File: src/rtl/sar_search_pkg.sv
// Shared definitions for blocks that talk to an external l/e/g magnitude comparator.
package sar_search_pkg;

    // Search controller states
    localparam logic [1:0] ST_IDLE  = 2'd0;
    localparam logic [1:0] ST_PROBE = 2'd1;
    localparam logic [1:0] ST_WAIT  = 2'd2;
    localparam logic [1:0] ST_DONE  = 2'd3;

    // Comparator flag patterns, packed as {l, e, g}
    localparam logic [2:0] FLAG_L = 3'b100;
    localparam logic [2:0] FLAG_E = 3'b010;
    localparam logic [2:0] FLAG_G = 3'b001;

    // True when exactly one comparator flag is asserted
    function automatic logic flags_one_hot(input logic [2:0] flags);
        return (flags == FLAG_L) || (flags == FLAG_E) || (flags == FLAG_G);
    endfunction

endpackage

File: src/rtl/sar_search.sv
// Binary-search initiator: drives a trial value into an external comparator,
// reads back l/e/g and narrows [lo, hi] until the hidden operand is located.
module sar_search
    import sar_search_pkg::*;
#(
    parameter int WIDTH   = 8,
    parameter int CMP_LAT = 0,
    localparam int STEPW  = $clog2(WIDTH + 2)
) (
    input  logic             clk,
    input  logic             rst,
    input  logic             start,
    output logic [WIDTH-1:0] trial,
    input  logic             l,
    input  logic             e,
    input  logic             g,
    output logic             busy,
    output logic             done,
    output logic             found,
    output logic             err,
    output logic [WIDTH-1:0] result,
    output logic [STEPW-1:0] steps
);

    // Bounds carry one extra bit so lo can reach 2^WIDTH and hi can reach -1.
    localparam logic [WIDTH:0] HI_INIT = {1'b0, {WIDTH{1'b1}}};
    localparam logic [WIDTH:0] LO_INIT = '0;

    localparam int WCW = (CMP_LAT > 1) ? $clog2(CMP_LAT) : 1;
    localparam logic [WCW-1:0] WAIT_LAST = WCW'((CMP_LAT > 0) ? CMP_LAT - 1 : 0);

    // After a new trial is issued, go straight to sampling when the comparator is combinational.
    localparam logic [1:0] ST_AFTER = (CMP_LAT == 0) ? ST_PROBE : ST_WAIT;

    function automatic logic [WIDTH-1:0] mid_of(input logic [WIDTH:0] lo_v, input logic [WIDTH:0] hi_v);
        logic [WIDTH:0] span;
        logic [WIDTH:0] mid;
        span = hi_v - lo_v;
        mid  = lo_v + (span >> 1);
        return mid[WIDTH-1:0];
    endfunction

    localparam logic [WIDTH-1:0] TRIAL_INIT = mid_of(LO_INIT, HI_INIT);

    logic [1:0]     state;
    logic [WIDTH:0] lo;
    logic [WIDTH:0] hi;
    logic [WCW-1:0] wait_cnt;

    logic [2:0]     flags;
    logic [WIDTH:0] trial_ext;
    logic [WIDTH:0] lo_up;
    logic [WIDTH:0] hi_dn;
    logic           l_exhausted;
    logic           g_exhausted;

    // Candidate bound updates for the current probe; exhaustion is judged on the
    // unwrapped values so hi going to -1 never looks like a large positive bound.
    always_comb begin
        flags       = {l, e, g};
        trial_ext   = {1'b0, trial};
        lo_up       = trial_ext + 1'b1;
        hi_dn       = trial_ext - 1'b1;
        l_exhausted = (lo_up > hi);
        g_exhausted = (trial_ext == lo);
    end

    // Search state machine and held result registers.
    always_ff @(posedge clk) begin
        if (rst) begin
            state    <= ST_IDLE;
            trial    <= '0;
            result   <= '0;
            steps    <= '0;
            found    <= 1'b0;
            err      <= 1'b0;
            lo       <= '0;
            hi       <= '0;
            wait_cnt <= '0;
        end else begin
            case (state)
                ST_IDLE: begin
                    if (start) begin
                        lo       <= LO_INIT;
                        hi       <= HI_INIT;
                        steps    <= '0;
                        found    <= 1'b0;
                        err      <= 1'b0;
                        trial    <= TRIAL_INIT;
                        wait_cnt <= '0;
                        state    <= ST_AFTER;
                    end
                end
                ST_WAIT: begin
                    if (wait_cnt == WAIT_LAST) begin
                        state <= ST_PROBE;
                    end else begin
                        wait_cnt <= wait_cnt + 1'b1;
                    end
                end
                ST_PROBE: begin
                    steps    <= steps + 1'b1;
                    wait_cnt <= '0;
                    case (flags)
                        FLAG_E: begin
                            result <= trial;
                            found  <= 1'b1;
                            state  <= ST_DONE;
                        end
                        FLAG_L: begin
                            lo <= lo_up;
                            if (l_exhausted) begin
                                found <= 1'b0;
                                state <= ST_DONE;
                            end else begin
                                trial <= mid_of(lo_up, hi);
                                state <= ST_AFTER;
                            end
                        end
                        FLAG_G: begin
                            hi <= hi_dn;
                            if (g_exhausted) begin
                                found <= 1'b0;
                                state <= ST_DONE;
                            end else begin
                                trial <= mid_of(lo, hi_dn);
                                state <= ST_AFTER;
                            end
                        end
                        default: begin
                            err   <= ~flags_one_hot(flags);
                            found <= 1'b0;
                            state <= ST_DONE;
                        end
                    endcase
                end
                ST_DONE: begin
                    state <= ST_IDLE;
                end
                default: begin
                    state <= ST_IDLE;
                end
            endcase
        end
    end

    // Handshake outputs are pure state decodes, so they drop together with the done pulse.
    always_comb begin
        busy = (state == ST_PROBE) || (state == ST_WAIT);
        done = (state == ST_DONE);
    end

endmodule

File: config.mk
export PLATFORM = sky130hd
export DESIGN_NAME = sar_search
export DESIGN_NICKNAME = d
export VERILOG_FILES = /design/src/rtl/sar_search_pkg.sv /design/src/rtl/sar_search.sv
export SDC_FILE = /design/constraint.sdc
export NUM_CORES = 1
export LEC_CHECK = 0
export CAP_MARGIN = 20
export CELL_PAD_IN_SITES_DETAIL_PLACEMENT = 1
export CELL_PAD_IN_SITES_GLOBAL_PLACEMENT = 2
export CORE_UTILIZATION = 35
export CTS_CLUSTER_SIZE = 20
export DETAILED_ROUTE_END_ITERATION = 12
export PLACE_DENSITY_LB_ADDON = 0.1
export SLEW_MARGIN = 15
export SYNTH_ARGS = -nofsm -noshare
export SYNTH_HDL_FRONTEND = slang
export SYNTH_SLANG_ARGS = --single-unit
File: constraint.sdc
create_clock -name clk -period 4.6 [get_ports clk]
set_input_delay 1.38 -clock clk [delete_from_list [all_inputs] [get_ports clk]]
set_output_delay 1.38 -clock clk [all_outputs]
set_load 0.005 [all_outputs]
==> deck_impl_summary.md <==
Key Metrics from the Run

Logic synthesis
  – Adder-Cell Fraction of Synth Area: 15.4%
  – Post-synth EDFFs: 0
  – Yosys reg bits: 42
  – Main flop type: dfxtp_1
  – Floorplan Nets: 465
  – Simple share: between 10% and 20%
  – Compound Share, Synth: 20.7%
  – XOR/XNOR Area Share: 13.6%
  – Syn_area_per_cell: 8.17 um^2
  – Asr flop ratio synth: 0%
  – Area reported by Yosys stat: ~3400 um^2
  – Top cells, area: dfxtp_1, ha_1, xnor2_1
  – Post-synth top area cell: dfxtp_1
  – Mux area share: under 10%
  – Top cell area share: between 20 and 25%
  – Unique cell types: about 62
  – Sequential area share after synthesis: around a quarter
  – # Cells Yosys: 420
  – Syn Inst Count: 420
  – Mapped Area: 3430 um^2
  – Largest family of logic cells by area: AND-OR/OR-AND gates
  – Ys Warns: 0

Placement
  – GPL Wtd Cong: between 0.8 and 0.9
  – Post-DP HPWL: 8.21 mm
  – Post-Place Cell Area: 3920 um^2

Drt
  – Met3 WL: roughly 260 um
  – DR vias/cell: 5.30
  – Residual DRC: 0
  – Wire length on met1: 5.33 mm
  – Top layer in use: met4
  – WL met2: 4.73 mm
  – Detail Route Antenna Nets: 0
  – 1st-pass router iterations: 4
  – First DRT Iteration DRCs: 110
  – Via count: about 3100

Worst setup path
  – Worst Setup Start Kind: register
  – Worst Path Required: 4770 ps
  – Max stage delay on crit path: 480 ps
  – Buf/Inv on CP: 2
  – Cells on worst reg2reg path: 20
  – Largest delay share family, worst path: AND-OR/OR-AND gates
  – Worst path cell trace: inv_1, ha_1, inv_1, ha_1, nor2b_1, o21ai_0, nand2b_1, a21oi_1, nor2b_1, nor2_1, xnor2_1, ha_1, nand2_1, o21ai_0, o21ai_0, nand2b_1, a21oi_1, xnor3_1, o211ai_1, o32ai_2
  – Crit Path Category: reg2reg
  – Worst path depth: 20
  – CP endpoint kind: register
  – Worst setup path start: trial[1]
  – Critical path endpoint: trial[7]
  – R2R Path End: trial[7]
  – R2r setup slk: 470 ps
  – R2r startpoint: trial[1]
  – Max stage delay cell, worst path: ha_1
  – WP data arrival: 4300 ps
  – Critical Path Fanout Max: 6

Cells and area
  – Reg area: 841 um^2
  – Multi-input gates: approximately 330
  – Clk tree area frac: 2.72%
  – Layout area overhead: 17.9%
  – Seq Cell Count: 42
  – Combinational fraction of the cell area: 59.8%
  – Comb gate area: 2420 um^2
  – Layout non-clock buf frac: around a tenth
  – Plain + repair buffers: between 40 and 50
  – Most numerous logic cell after layout: nor2_1
  – Fillers: between 1000 and 1500
  – Fraction of area in registers: 20.8%
  – Clock buffer cells: 6
  – N_diodes: 0
  – Largest regs: hi x9, lo x9
  – Invs w/o clock: 30
  – Top cell category: combinational gates
  – Share of layout cells above drive strength 1: just over 9%
  – # nets final: around 500
  – Top Layout Cells: nor2_1, dfxtp_1, ha_1

Global routing
  – Largest net degree at the start of global routing: 33
  – Met2 global-route usage: around 36%
  – Global route hottest layer: met2
  – M1 GR Usage: 32.6%
  – Vias in the first global route: 3256
  – Initial antenna violation count: 0
  – Met3 Use GR: 2.36%
  – GRT overflow: 0
  – Global-route wire length before repair: 17.3 mm

Die
  – Die ar.: a little over 10000 um^2
  – # Taps: roughly 130
  – Floorplan core density: 36.6%
  – IO Count: 30
  – Row count: 35

Timing
  – Clock Skews: 15.4 ps
  – Final hold violations: 0
  – RSZ-0062 raised after global routing: no
  – Final Cycle Share: 89.9%
  – Tightest Pin Transition: 698 ps
  – Final Slew Violations: 0
  – # setup viols final: 0
  – Slew margin rel.: 53.5%
  – Fmax: 242 MHz
  – Fin crit period: roughly 4100 ps
  – Post-Route Setup TNS: 0 ps

CTS
  – CTS tree: yes
  – CTS clk-pin slew, worst paths: 90 ps
  – H-tree levels: 2
  – CTS sink cnt: roughly 42
  – Bufs on Longest Clock Path: 2
  – CTS buffer count: 5
  – Root Driver: clkbuf_8

Flow run
  – OpenROAD warnings: 31
  – Max-cap violation count: 0

Pwr
  – Max IR drop VDD: 223 uV
  – Lkg Pwr: 0.00163 uW
  – Pwr Density: 554 nW/um^2

Hold path
  – Hold crit path type: reg2reg
  – Hold_sp: err
  – Hold Path End: err
  – Hold Path Cell Cnt: 2

Status
  – Status: finished clean
-- synthesized netlist by cell type, types with 2 or more instances --
cell type  count
nor2_1        52
dfxtp_1       42
ha_1          35
a21oi_1       33
inv_1         29
nand2_1       27
xnor2_1       27
xor2_1        20
o21ai_0       19
clkbuf_1      12
nand3_1       12
mux2i_1        8
nor3_1         8
a211oi_1       7
a22oi_1        7
nand2b_1       7
a21o_1         6
nor2b_1        5
fa_1           4
o221a_2        4
a311oi_1       3
a31oi_1        3
and2_1         3
buf_2          3
a2111oi_1      2
and3_1         2
nor4_1         2
o211ai_1       2
o21ai_1        2
xor2_2         2
-- kinds of logic (layout without fill, tap and decap cells) --
kind of cell               after synthesis  in the layout
xor gates and xnor gates                50             50
muxes                                    9              9
DFF                                     42             42
buffers and inverters                   48             82
AOI/OAI and AO/OA                      105            105
and+or+nand+nor                        126            126
adders and majority gates               40             40
-- where the power goes --
group          internal, uW  leakage [uW]  switching, uW
Combinational           629       0.00123            864
Clock                   162     0.0000514            147
Sequential              396      0.000344           41.2
Total                  1190       0.00163           1050
-- repair_timing --
| item | CTS | global route |
|---|---|---|
| hold buffers | 0 | 0 |
| buffers inserted | 0 | 0 |
| hold endpoints to repair | 0 | 0 |
| gates resized | 0 | 3 |
| setup endpoints to repair | 0 | 1 |
-- tightest hold or removal path: cells and delay by family (launching register included) --
kind | cells | cell delay (ps)
DFF | 1 | 330
and+or+nand+nor | 2 | 120
-- stage by stage --
step | setup WS (ps) | total power [uW] | hold slack, ps | utilization, % | cells
after floorplan | 615 | 1500 | 450 | - | 420
after CTS | 306 | 2230 | 485 | 43.0 | 583
after global routing | 52.3 | 2440 | 522 | 43.2 | 583
final | 465 | 2240 | 483 | 43.2 | 583
after detailed placement | 347 | 1910 | 469 | 41.8 | 575
after global placement | 500 | 1890 | 453 | 41.8 | 575
Figure 1. Cell classes on the final placement.
Fill, decap, tap and diode cells in grey.
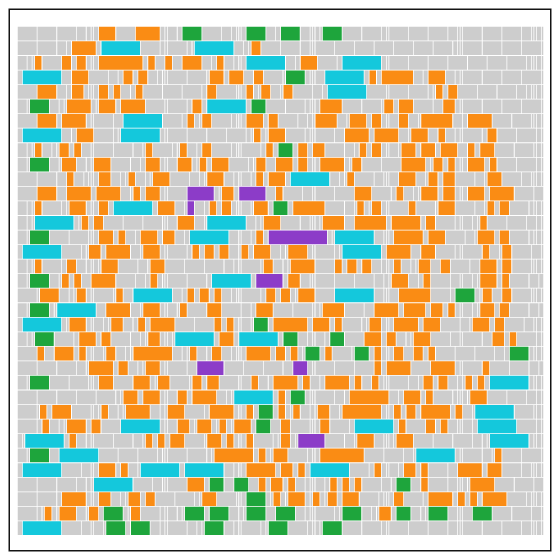
class	colour	cells	share of their area
clock drivers and dummy loads	purple	8	2.8%
remaining logic cells	orange	360	65%
remaining buffers and delay cells	green	44	10%
registers	cyan	42	22%
final core utilization: 43.2%
total core area: 9370 um^2
Final Cell Area: 4050 um^2

Figure 2. Metal layers overlaid.
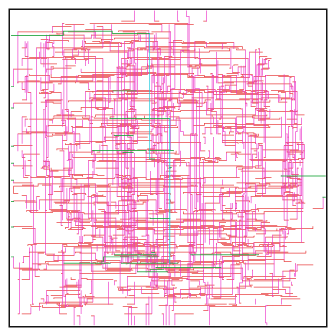
layer	colour	wire length
M2	magenta	4730 um
M1	red	5330 um
M3	green	256 um
M4	cyan	86.4 um
Total GRT Usage: 22.6%
WL final: 10.4 mm
routed len/inst: 17.9 um

Figure 3. Clock distribution.
The bar under the picture is 20 um long.
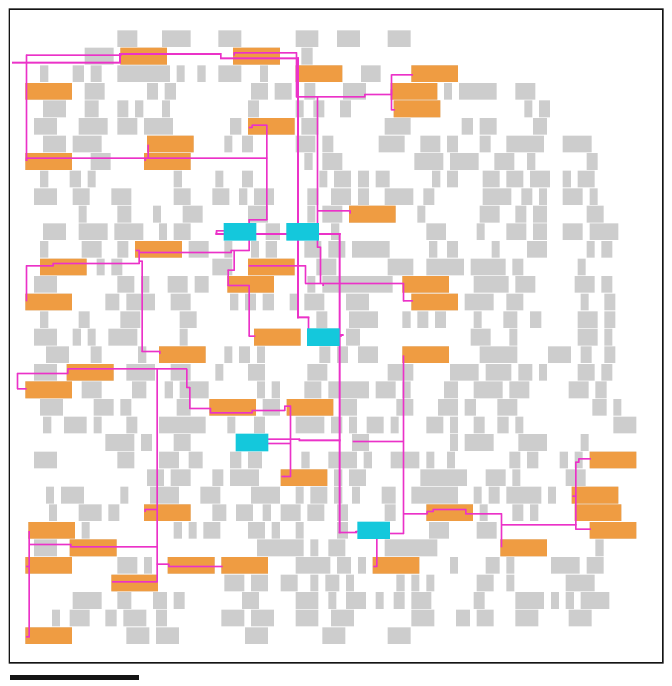
[clock wires] magenta | length: 718 um
[flip-flops] orange | count: 42
[clock-net drivers] cyan | count: 5
routed clock nets	6
clk pwr: 310 uW
clk latency late pin: 310 ps

Figure 4. Ports around the boundary.
Pins as bars across the die edge, other pins in grey.
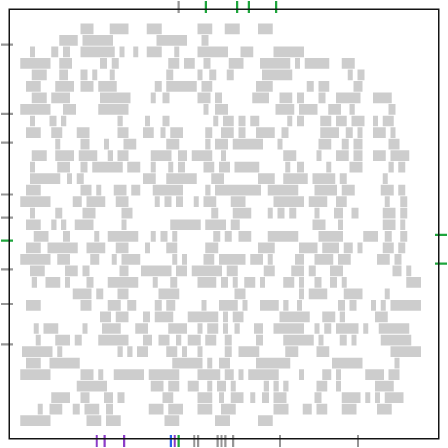
port	colour	pins	direction	edge
trial	green	8	output	4 north, 2 east, 1 south, 1 west
found	blue	1	output	south
steps	purple	4	output	south
all pins by edge	14 south, 9 west, 5 north, 2 east
IO buf count: 29
Die Wd: 101 um

Power figures rest on the tool's default switching activity, not on a simulated workload.
